==> src/rtl/operand_stage_if.sv <==
// ---------------------------------------------------------------------------
// operand_stage_if
//   Bundles the signals the operand stage exchanges with the rest of the
//   pipeline. The register clock and reset stay outside as plain ports.
//
//   ID side        : flush, id_valid, id_rs1/rs2/rd, id_rdata1/2,
//                    id_reg_write, id_mem_read
//   Forward paths  : ex_alu_result, mem_rd/reg_write/result,
//                    wb_rd/reg_write/result
//   Stage outputs  : stall (combinational), ex_valid, ex_rd, ex_reg_write,
//                    ex_mem_read, ex_op1, ex_op2, stall_count (registered)
//
//   master : the pipeline around the stage (drives ID and forward paths)
//   slave  : the operand stage itself
// ---------------------------------------------------------------------------
interface operand_stage_if #(
   parameter int DATA_W = 64
);
   // ID-stage instruction and register-file read data
   logic              flush;
   logic              id_valid;
   logic [4:0]        id_rs1;
   logic [4:0]        id_rs2;
   logic [4:0]        id_rd;
   logic [DATA_W-1:0] id_rdata1;
   logic [DATA_W-1:0] id_rdata2;
   logic              id_reg_write;
   logic              id_mem_read;

   // Forwarding sources from the downstream stages
   logic [DATA_W-1:0] ex_alu_result;
   logic [4:0]        mem_rd;
   logic              mem_reg_write;
   logic [DATA_W-1:0] mem_result;
   logic [4:0]        wb_rd;
   logic              wb_reg_write;
   logic [DATA_W-1:0] wb_result;

   // Stage outputs
   logic              stall;
   logic              ex_valid;
   logic [4:0]        ex_rd;
   logic              ex_reg_write;
   logic              ex_mem_read;
   logic [DATA_W-1:0] ex_op1;
   logic [DATA_W-1:0] ex_op2;
   logic [15:0]       stall_count;

   modport master (
      output flush, id_valid, id_rs1, id_rs2, id_rd, id_rdata1, id_rdata2,
             id_reg_write, id_mem_read,
             ex_alu_result, mem_rd, mem_reg_write, mem_result,
             wb_rd, wb_reg_write, wb_result,
      input  stall, ex_valid, ex_rd, ex_reg_write, ex_mem_read,
             ex_op1, ex_op2, stall_count
   );

   modport slave (
      input  flush, id_valid, id_rs1, id_rs2, id_rd, id_rdata1, id_rdata2,
             id_reg_write, id_mem_read,
             ex_alu_result, mem_rd, mem_reg_write, mem_result,
             wb_rd, wb_reg_write, wb_result,
      output stall, ex_valid, ex_rd, ex_reg_write, ex_mem_read,
             ex_op1, ex_op2, stall_count
   );
endinterface

==> src/rtl/operand_stage.sv <==
// ---------------------------------------------------------------------------
// operand_stage
//   ID/EX boundary of an in-order pipeline. Resolves both source operands of
//   the instruction in ID (X31 reads as zero, then EX > MEM > WB forwarding,
//   then register-file data), detects load-use hazards and registers the
//   resolved instruction into the EX-side outputs one cycle later.
//
//   Ports
//     clk    : single clock, all state changes on the rising edge
//     reset  : synchronous, active low
//     bus    : operand_stage_if.slave (ID inputs, forward paths, EX outputs)
//
//   Hazard handling
//     A load in EX whose destination is read by the instruction in ID cannot
//     be forwarded (data is not back yet). stall is raised for one cycle, the
//     upstream holds ID, and a bubble enters EX. Next cycle the load sits in
//     MEM and the operand is picked up from mem_result.
//     flush kills the ID instruction and always wins over stall.
// ---------------------------------------------------------------------------
module operand_stage #(
   parameter int DATA_W = 64
) (
   input logic            clk,
   input logic            reset,
   operand_stage_if.slave bus
);

   // X31 is the hard-wired zero register: never forwarded, never a hazard.
   localparam logic [4:0]  ZERO_REG  = 5'd31;
   localparam logic [15:0] COUNT_MAX = 16'hFFFF;

   // ------------------------------------------------------------------------
   // EX-side state
   // ------------------------------------------------------------------------
   logic              ex_valid_q;
   logic [4:0]        ex_rd_q;
   logic              ex_reg_write_q;
   logic              ex_mem_read_q;
   logic [DATA_W-1:0] ex_op1_q;
   logic [DATA_W-1:0] ex_op2_q;
   logic [15:0]       stall_count_q;

   // ------------------------------------------------------------------------
   // Forwarding
   // ------------------------------------------------------------------------
   // The EX instruction only writes back if it is real; a bubble may still
   // carry a stale rd that must not be matched.
   logic ex_wen;
   assign ex_wen = ex_valid_q & ex_reg_write_q;

   function automatic logic stage_hit(
      input logic       wen,
      input logic [4:0] rd,
      input logic [4:0] rs
   );
      return wen && (rd == rs) && (rs != ZERO_REG);
   endfunction

   // Priority chain: zero register, youngest producer first, then regfile.
   // WB forwarding also provides the write-then-read bypass for a register
   // file that is written in the same cycle it is read.
   function automatic logic [DATA_W-1:0] select_operand(
      input logic [4:0]        rs,
      input logic [DATA_W-1:0] rdata,
      input logic              ex_w,
      input logic [4:0]        ex_d,
      input logic [DATA_W-1:0] ex_res,
      input logic              mem_w,
      input logic [4:0]        mem_d,
      input logic [DATA_W-1:0] mem_res,
      input logic              wb_w,
      input logic [4:0]        wb_d,
      input logic [DATA_W-1:0] wb_res
   );
      if (rs == ZERO_REG)                 return '0;
      else if (stage_hit(ex_w, ex_d, rs))   return ex_res;
      else if (stage_hit(mem_w, mem_d, rs)) return mem_res;
      else if (stage_hit(wb_w, wb_d, rs))   return wb_res;
      else                                  return rdata;
   endfunction

   logic [DATA_W-1:0] op1_sel;
   logic [DATA_W-1:0] op2_sel;

   always_comb begin
      op1_sel = select_operand(bus.id_rs1, bus.id_rdata1,
                               ex_wen, ex_rd_q, bus.ex_alu_result,
                               bus.mem_reg_write, bus.mem_rd, bus.mem_result,
                               bus.wb_reg_write, bus.wb_rd, bus.wb_result);
      op2_sel = select_operand(bus.id_rs2, bus.id_rdata2,
                               ex_wen, ex_rd_q, bus.ex_alu_result,
                               bus.mem_reg_write, bus.mem_rd, bus.mem_result,
                               bus.wb_reg_write, bus.wb_rd, bus.wb_result);
   end

   // ------------------------------------------------------------------------
   // Load-use hazard detection
   // ------------------------------------------------------------------------
   logic ex_is_load;
   logic rs_uses_load;
   logic stall;

   always_comb begin
      // NOTE: every always_comb output gets a value on every path (here by
      // straight-line assignment) so no latch can be inferred.
      ex_is_load   = ex_valid_q & ex_mem_read_q & ex_reg_write_q &
                     (ex_rd_q != ZERO_REG);
      rs_uses_load = (ex_rd_q == bus.id_rs1) | (ex_rd_q == bus.id_rs2);
      stall        = bus.id_valid & ex_is_load & rs_uses_load & ~bus.flush;
   end

   // A bubble goes into EX on a stall or a flush; operands and rd hold.
   logic bubble;
   assign bubble = stall | bus.flush;

   // ------------------------------------------------------------------------
   // ID -> EX register
   // ------------------------------------------------------------------------
   // NOTE: all state here is flops, assigned with non-blocking (<=) so every
   // register samples the pre-edge values; each is cleared by reset since
   // downstream logic reads ex_op*/ex_rd even for bubbles.
   always_ff @(posedge clk) begin
      if (!reset) begin
         ex_valid_q     <= 1'b0;
         ex_rd_q        <= '0;
         ex_reg_write_q <= 1'b0;
         ex_mem_read_q  <= 1'b0;
         ex_op1_q       <= '0;
         ex_op2_q       <= '0;
      end else if (bubble) begin
         ex_valid_q     <= 1'b0;
         ex_reg_write_q <= 1'b0;
         ex_mem_read_q  <= 1'b0;
      end else begin
         ex_valid_q     <= bus.id_valid;
         ex_rd_q        <= bus.id_rd;
         ex_reg_write_q <= bus.id_reg_write & bus.id_valid;
         ex_mem_read_q  <= bus.id_mem_read & bus.id_valid;
         ex_op1_q       <= op1_sel;
         ex_op2_q       <= op2_sel;
      end
   end

   // ------------------------------------------------------------------------
   // Stall statistics: saturating so long runs read as "at least 0xFFFF".
   // stall already excludes flushed cycles.
   // ------------------------------------------------------------------------
   always_ff @(posedge clk) begin
      if (!reset) begin
         stall_count_q <= '0;
      end else if (stall && (stall_count_q != COUNT_MAX)) begin
         stall_count_q <= stall_count_q + 16'd1;
      end
   end

   // ------------------------------------------------------------------------
   // Outputs
   // ------------------------------------------------------------------------
   assign bus.stall        = stall;
   assign bus.ex_valid     = ex_valid_q;
   assign bus.ex_rd        = ex_rd_q;
   assign bus.ex_reg_write = ex_reg_write_q;
   assign bus.ex_mem_read  = ex_mem_read_q;
   assign bus.ex_op1       = ex_op1_q;
   assign bus.ex_op2       = ex_op2_q;
   assign bus.stall_count  = stall_count_q;

endmodule

==> src/flat_wrapper.sv <==
// flat-port wrapper written by rule: the top's interface ports become plain ports
module operand_stage_flat 
#(
   parameter int DATA_W = 64
)
  (clk, reset, bus_flush, bus_id_valid, bus_id_rs1, bus_id_rs2, bus_id_rd, bus_id_rdata1, bus_id_rdata2, bus_id_reg_write, bus_id_mem_read, bus_ex_alu_result, bus_mem_rd, bus_mem_reg_write, bus_mem_result, bus_wb_rd, bus_wb_reg_write, bus_wb_result, bus_stall, bus_ex_valid, bus_ex_rd, bus_ex_reg_write, bus_ex_mem_read, bus_ex_op1, bus_ex_op2, bus_stall_count);
  operand_stage_if #(.DATA_W(DATA_W)) bus_i ();
  input logic clk;
  input logic reset;
  input wire logic [$bits(bus_i.flush)-1:0] bus_flush;
  input wire logic [$bits(bus_i.id_valid)-1:0] bus_id_valid;
  input wire logic [$bits(bus_i.id_rs1)-1:0] bus_id_rs1;
  input wire logic [$bits(bus_i.id_rs2)-1:0] bus_id_rs2;
  input wire logic [$bits(bus_i.id_rd)-1:0] bus_id_rd;
  input wire logic [$bits(bus_i.id_rdata1)-1:0] bus_id_rdata1;
  input wire logic [$bits(bus_i.id_rdata2)-1:0] bus_id_rdata2;
  input wire logic [$bits(bus_i.id_reg_write)-1:0] bus_id_reg_write;
  input wire logic [$bits(bus_i.id_mem_read)-1:0] bus_id_mem_read;
  input wire logic [$bits(bus_i.ex_alu_result)-1:0] bus_ex_alu_result;
  input wire logic [$bits(bus_i.mem_rd)-1:0] bus_mem_rd;
  input wire logic [$bits(bus_i.mem_reg_write)-1:0] bus_mem_reg_write;
  input wire logic [$bits(bus_i.mem_result)-1:0] bus_mem_result;
  input wire logic [$bits(bus_i.wb_rd)-1:0] bus_wb_rd;
  input wire logic [$bits(bus_i.wb_reg_write)-1:0] bus_wb_reg_write;
  input wire logic [$bits(bus_i.wb_result)-1:0] bus_wb_result;
  output wire logic [$bits(bus_i.stall)-1:0] bus_stall;
  output wire logic [$bits(bus_i.ex_valid)-1:0] bus_ex_valid;
  output wire logic [$bits(bus_i.ex_rd)-1:0] bus_ex_rd;
  output wire logic [$bits(bus_i.ex_reg_write)-1:0] bus_ex_reg_write;
  output wire logic [$bits(bus_i.ex_mem_read)-1:0] bus_ex_mem_read;
  output wire logic [$bits(bus_i.ex_op1)-1:0] bus_ex_op1;
  output wire logic [$bits(bus_i.ex_op2)-1:0] bus_ex_op2;
  output wire logic [$bits(bus_i.stall_count)-1:0] bus_stall_count;
  assign bus_i.flush = bus_flush;
  assign bus_i.id_valid = bus_id_valid;
  assign bus_i.id_rs1 = bus_id_rs1;
  assign bus_i.id_rs2 = bus_id_rs2;
  assign bus_i.id_rd = bus_id_rd;
  assign bus_i.id_rdata1 = bus_id_rdata1;
  assign bus_i.id_rdata2 = bus_id_rdata2;
  assign bus_i.id_reg_write = bus_id_reg_write;
  assign bus_i.id_mem_read = bus_id_mem_read;
  assign bus_i.ex_alu_result = bus_ex_alu_result;
  assign bus_i.mem_rd = bus_mem_rd;
  assign bus_i.mem_reg_write = bus_mem_reg_write;
  assign bus_i.mem_result = bus_mem_result;
  assign bus_i.wb_rd = bus_wb_rd;
  assign bus_i.wb_reg_write = bus_wb_reg_write;
  assign bus_i.wb_result = bus_wb_result;
  assign bus_stall = bus_i.stall;
  assign bus_ex_valid = bus_i.ex_valid;
  assign bus_ex_rd = bus_i.ex_rd;
  assign bus_ex_reg_write = bus_i.ex_reg_write;
  assign bus_ex_mem_read = bus_i.ex_mem_read;
  assign bus_ex_op1 = bus_i.ex_op1;
  assign bus_ex_op2 = bus_i.ex_op2;
  assign bus_stall_count = bus_i.stall_count;
  operand_stage #(.DATA_W(DATA_W)) u_core (.clk(clk), .reset(reset), .bus(bus_i));
endmodule
==> config.mk <==
export PLATFORM = sky130hd
export DESIGN_NAME = operand_stage_flat
export DESIGN_NICKNAME = d
export VERILOG_FILES = /design/src/rtl/operand_stage_if.sv /design/src/rtl/operand_stage.sv /design/src/flat_wrapper.sv
export SDC_FILE = /design/constraint.sdc
export NUM_CORES = 1
export LEC_CHECK = 0
export CAP_MARGIN = 20
export CORE_AREA = 2 2 195 197
export CTS_CLUSTER_SIZE = 28
export DETAILED_ROUTE_END_ITERATION = 10
export DIE_AREA = 0 0 197 199
export SLEW_MARGIN = 0
export SYNTH_ARGS = -nofsm -noshare
export SYNTH_HDL_FRONTEND = slang
export SYNTH_SLANG_ARGS = --single-unit
==> constraint.sdc <==
create_clock -name clk -period 2.9 [get_ports clk]
set_input_delay 0.725 -clock clk [delete_from_list [all_inputs] [get_ports clk]]
set_output_delay 0.725 -clock clk [all_outputs]
set_load 0.01 [all_outputs]
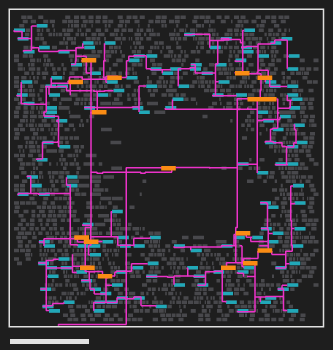
**Above:** run 1 (clock wires, drivers and flops).
Scale bar: 50 µm.
legend:
  clock wires:
    color: magenta
    length: 2570 µm
  cells driving clock nets:
    color: orange
    count: 17
  flip-flops:
    color: cyan
    count: 152
routed clock nets: 18
flops lie: spread over the die
Clock Skew: 14.6 ps
clock share of power: 0.382
P_clk: 0.00251 W

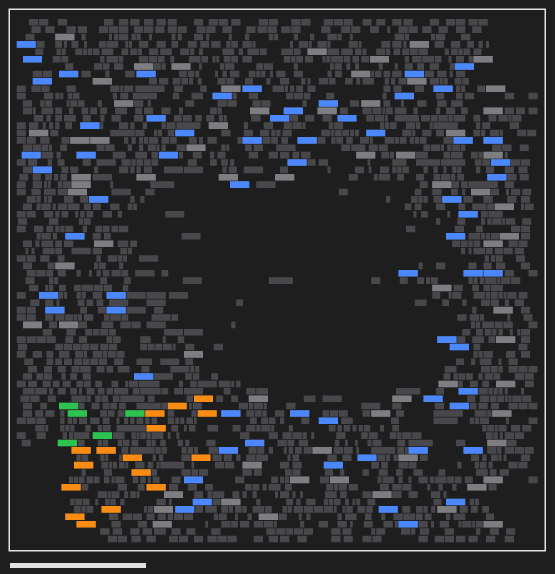
**Above:** run 1 (sequential cells grouped by signal name).
Scale bar: 50 µm. Other sequential cells in the stronger gray, the rest of the logic in the fainter gray.
legend:
  u_core.bus.ex_op2:
    color: blue
    placed_flops: 64
    where: spread over the die
  u_core.bus.ex_rd:
    color: green
    placed_flops: 5
    where: lower left
  u_core.bus.stall_count:
    color: orange
    placed_flops: 16
    where: lower left
Flop area: 3040 µm²
Core Util, Final: 0.453
Seq group: 0.00230 W

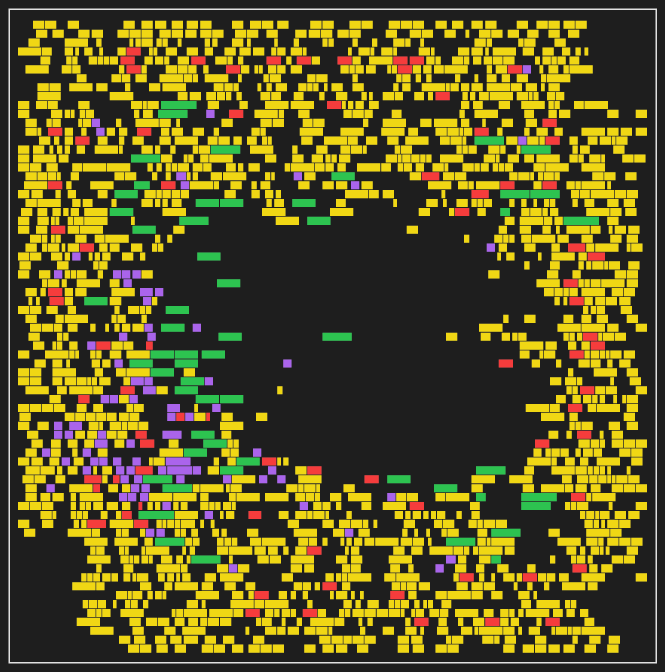
**Above:** run 1 (cell sizes after repair).
legend:
  drive 1 or less:
    color: yellow
    cells: 1513
  drive 3 to 4:
    color: purple
    cells: 83
  drive 2:
    color: red
    cells: 78
  drive 6 and up:
    color: green
    cells: 56
Buffers excl. clock: 604
area grow syn2layout: 68.6%
post-route worst setup slack: 50.7 ps
Design Area, Final: 16800 µm²

==> ci_impl_report.md, run 1 <==
### Metrics collected by this job

| Metric | Value |
|---|---|
| DRT iter0 DRCs | around 1100 |
| Hold Slack | between 400 and 500 ps |
| Most frequent cell after synthesis | dfxtp_1 |
| Leading area contributor after synthesis | dfxtp_1 |
| Most frequent logic cell in the layout | clkdlybuf4s50_1 |
| Initial antenna violation count | 3 |
| Levels on crit path | 7 |
| Yosys synthesis chip area | 9970 µm² |
| Synth top cells by count | dfxtp_1 (152), a21oi_1 (142), o21ai_0 (137) |
| Gr busiest metal | met2 |
| ClkCell Share | 0.0379 |
| Signal inverters | 65 |
| Simple-Gate Area Share | 0.0842 |
| Non-clk buf share | 0.368 |
| CP peak stage delay | approximately 500 ps |
| Most common logic cells in the final layout | clkdlybuf4s50_1 (501), dfxtp_1 (152), a21oi_1 (141) |
| Yosys Instances | 1230 |
| CTS Sinks | 152 |
| Max Slew Vio Count | 0 |
| Crit Path Category | in2out |
| Reg2Reg Setup Slack | 420 ps |
| Status | finished, final reports clean |
| Tot Pwr | 0.00656 W |
| CP Data Arrival Time | 2120 ps |
| Logic share of the area | 0.363 |
| Initial core utilization | 0.269 |
| Met1 Use GR | 0.346 |
| Registers | 152 |
| Register clock-pin slew on the reported worst setup and hold paths | 60 ps |
| Buf+Inv Stages, Crit Path | 3 |
| Filler cell count in the final layout | 3660 |
| Top Family by Delay on Critical Path | buffers and inverters |
| Hold Buf Count CTS | 0 |
| Synth Instances | between 1000 and 1500 |
| Most used DFF post-synth | dfxtp_1 |
==> run 2, diff against run 1 <==
--- a/config.mk
+++ b/config.mk
@@ -6,10 +6,11 @@
 export NUM_CORES = 1
 export LEC_CHECK = 0
 export CAP_MARGIN = 20
-export CORE_AREA = 2 2 195 197
+export CORE_AREA = 2 2 194 196
 export CTS_CLUSTER_SIZE = 28
 export DETAILED_ROUTE_END_ITERATION = 10
-export DIE_AREA = 0 0 197 199
+export DIE_AREA = 0 0 196 198
+export DONT_BUFFER_PORTS = 1
 export SLEW_MARGIN = 0
 export SYNTH_ARGS = -nofsm -noshare
 export SYNTH_HDL_FRONTEND = slang
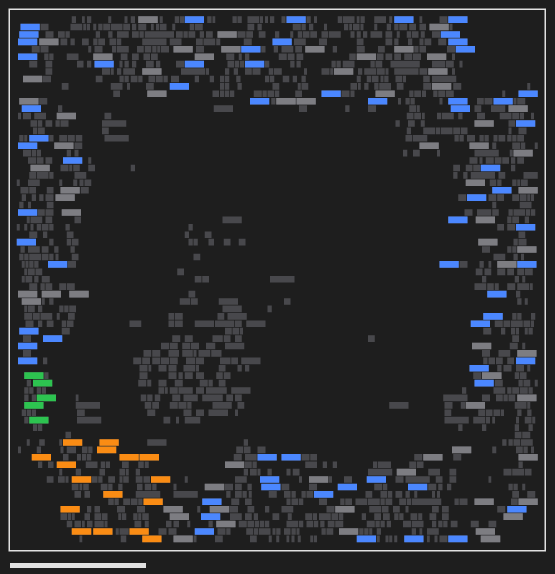
**Above:** run 2 (sequential cells grouped by signal name).
Scale bar: 50 µm. Other sequential cells in the stronger gray, the rest of the logic in the fainter gray.
legend:
  u_core.bus.ex_op2:
    color: blue
    placed_flops: 64
    where: spread over the die
  u_core.bus.ex_rd:
    color: green
    placed_flops: 5
    where: lower left
  u_core.bus.stall_count:
    color: orange
    placed_flops: 16
    where: lower left
not colored: 67
fraction of area in registers: 0.273
Seq group: 0.00239 W

==> run 2 against run 1 <==
  * Hold slack lost 70 ps
  * Synthesized cell count is the same
  * Critical endpoint unchanged
  * Largest power group is now registers
  * First-iteration DRC count grew 13%
  * Cell area shrank 34%
==> ci_impl_report.md, run 2 <==
### Metrics collected by this job

| Metric | Value |
|---|---|
| Status | finished, final reports clean (unchanged) |
| Reg2Reg Setup Slack | 420 ps (about the same) |
| Hold Slack | 392 ps (was 462 ps) |
| Most common logic cells in the final layout | dfxtp_1 (152), a21oi_1 (141), o21ai_0 (137) (was clkdlybuf4s50_1 (501), dfxtp_1 (152), a21oi_1 (141)) |
| Yosys synthesis chip area | 9970 µm² (unchanged) |
| Simple-Gate Area Share | 0.0842 (unchanged) |
| Core Util, Final | 0.302 (was 0.453) |
| Post-route worst setup slack | 209 ps (was 50.7 ps) |
| Most used DFF post-synth | dfxtp_1 (unchanged) |
| Synth Instances | 1230 (unchanged) |
| Buffers excl. clock | 51 (was 604) |
| Most frequent logic cell in the layout | dfxtp_1 (was clkdlybuf4s50_1) |
| CP Data Arrival Time | 1970 ps (was 2120 ps) |
| Max Slew Vio Count | 0 (unchanged) |
| Clock share of power | 0.425 (was 0.382) |
| Registers | 152 (unchanged) |
| Top Family by Delay on Critical Path | flip-flops (was buffers and inverters) |
| Logic share of the area | 0.545 (was 0.363) |
| Filler cell count in the final layout | 3953 (was 3660) |
| Yosys Instances | 1230 (unchanged) |
| P_clk | 0.00238 W (was 0.00251 W) |
| Levels on crit path | 6 (was 7) |
| Clock Skew | 9.16 ps (was 14.6 ps) |
| CP peak stage delay | 540 ps (was 500 ps) |
| Non-clk buf share | 0.0511 (was 0.368) |
| Flop area | 3040 µm² (unchanged) |
| Design Area, Final | 11200 µm² (was 16800 µm²) |
| Initial antenna violation count | 8 (was 3) |
| Met1 Use GR | 0.285 (was 0.346) |
| DRT iter0 DRCs | 1234 (was 1090) |
| Area grow syn2layout | 11.9% (was 68.6%) |
| Signal inverters | 65 (unchanged) |
Power figures rest on the tool's default switching activity, not on a simulated workload.
